==> config.mk <==
export PLATFORM = sky130hd
export DESIGN_NAME = calc_zssd_serial_flat
export DESIGN_NICKNAME = d
export VERILOG_FILES = /design/src/rtl/calc_pkg.sv /design/src/rtl/calc_zssd_serial_if.sv /design/src/rtl/calc_zssd_accum.sv /design/src/rtl/calc_zssd_serial.sv /design/src/flat_wrapper.sv
export SDC_FILE = /design/constraint.sdc
export NUM_CORES = 1
export LEC_CHECK = 0
export CAP_MARGIN = 10
export CORE_ASPECT_RATIO = 0.75
export CORE_UTILIZATION = 40
export DETAILED_ROUTE_END_ITERATION = 16
export GPL_TIMING_DRIVEN = 0
export PLACE_DENSITY = 0.55
export SKIP_CTS_REPAIR_TIMING = 1
export SYNTH_ARGS = -nofsm -noshare
export SYNTH_HDL_FRONTEND = slang
export SYNTH_SLANG_ARGS = --single-unit
==> constraint.sdc <==
create_clock -name clk -period 9.5 [get_ports clk]
set_input_delay 0.95 -clock clk [delete_from_list [all_inputs] [get_ports clk]]
set_output_delay 0.95 -clock clk [all_outputs]
set_load 0.02 [all_outputs]
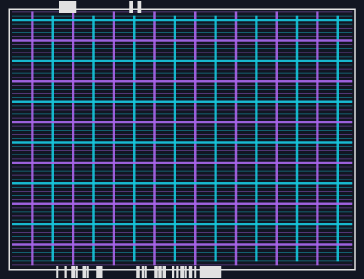
**Above:** power grid.
(1.5 px per um) Pins as bars on the die edge.
[cyan] VDD
[purple] VSS
met5 straps: 12
met4 straps: 16
met1 rails: 63
area of the core region: 38200 um2
die height: 173 um

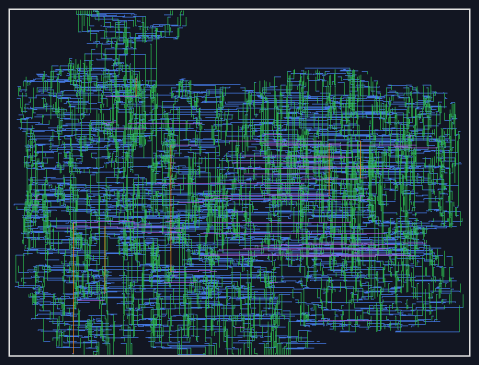
**Above:** metal layers overlaid.
(2 px per um)
[blue] metal 1 | wire length: 19100 um
[green] metal 2 | wire length: 17300 um
[purple] metal 3 | wire length: 1750 um
[orange] metal 4 | wire length: 215 um
Total GRT Usage: 0.201
mean routed wirelength per cell: 16.7 um
total number of vias: 11309
Final Routed Wirelength: 38400 um

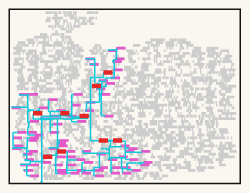
**Above:** clock network drawn from the DEF.
(1 px per um)
[cyan] clock wires | length: 1250 um
[magenta] flip-flops | count: 81
[red] clock drivers | count: 9
routed clock nets: 10
Fin Clk Skew: 9.84 ps
Clock Latency Late Sink: 350 ps

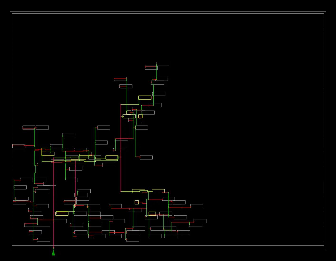
**Above:** the clock network.
count of flip-flops and latches: 81
CLK BUF: 10
clock sinks: 81
clock buffer count from CTS: 9

==> flow_summary_export.csv <==
group,metric,value,unit
run_status,status,"finished clean",
final_timing,hold_viol_final,0,
synth,post_synth_instance_area,15500,um2
critical_path,r2r_cells,29,
critical_path,combined_buffer_and_inverter_count_along_the_critical_path,5,
grt,global_route.overflow_total,0,
place,place_hpwl,33100,um
routing,remaining_drc_errors,0,
cts,clkTransAtPathRegs,70,ps
routing,wl_met3,1750,um
synth,synthMostInstantiatedCell,"inv_1",
routing,drt_first_iter_violations,664,
synth,synth-main-ff-cell,"dfrtp_1",
synth,synth-async-reset-ratio,1.00,
layout,sequential_cell_area,2030,um2
final_timing,worst_slew_margin_rel,0.264,
layout,postLayoutCellArea,17200,um2
synth,topCombFamilyByArea,"adder cells",
layout,non_clock_inverter_count,393,
layout,fillers,3747,
critical_path,worstPathMaxFanout,10,
critical_path,cp-start-kind,"register",
synth,yosysWarnings,0,
synth,netlist.top_cell.by_area,"fa_1",
flow_run,max-cap-violations,0,
grt,gr-usage-met1,0.303,
floorplan,tapcell.inserted,512,
place,gp_routability_congestion,0.851,
layout,clkCellAreaFrac,0.0175,
grt,grt_pass1_wl,63100,um
synth,syn_area_per_cell,9.08,um2
grt,largest_net_degree_at_the_start_of_global_routing,61,
layout,share_of_final_layout_standard_cells_stronger_than_drive_strength_1,0.0530,
layout,utilization_of_the_core_after_routing,0.450,
synth,synthSimpleGateAreaFrac,0.112,
synth,yosys_xor_share,0.0697,
final_timing,max_freq,111,MHz
critical_path,cp_top_family,"adder cells",
synth,post_synth_ao_oa_area_fraction,0.109,
synth,top_cells_by_area,"fa_1 (32%), ha_1 (15%), dfrtp_1 (13%)",
critical_path,critical_path.endpoint_type,"register",
layout,mostFrequentLayoutCell,"inv_1",
synth,netlist_instances,1711,
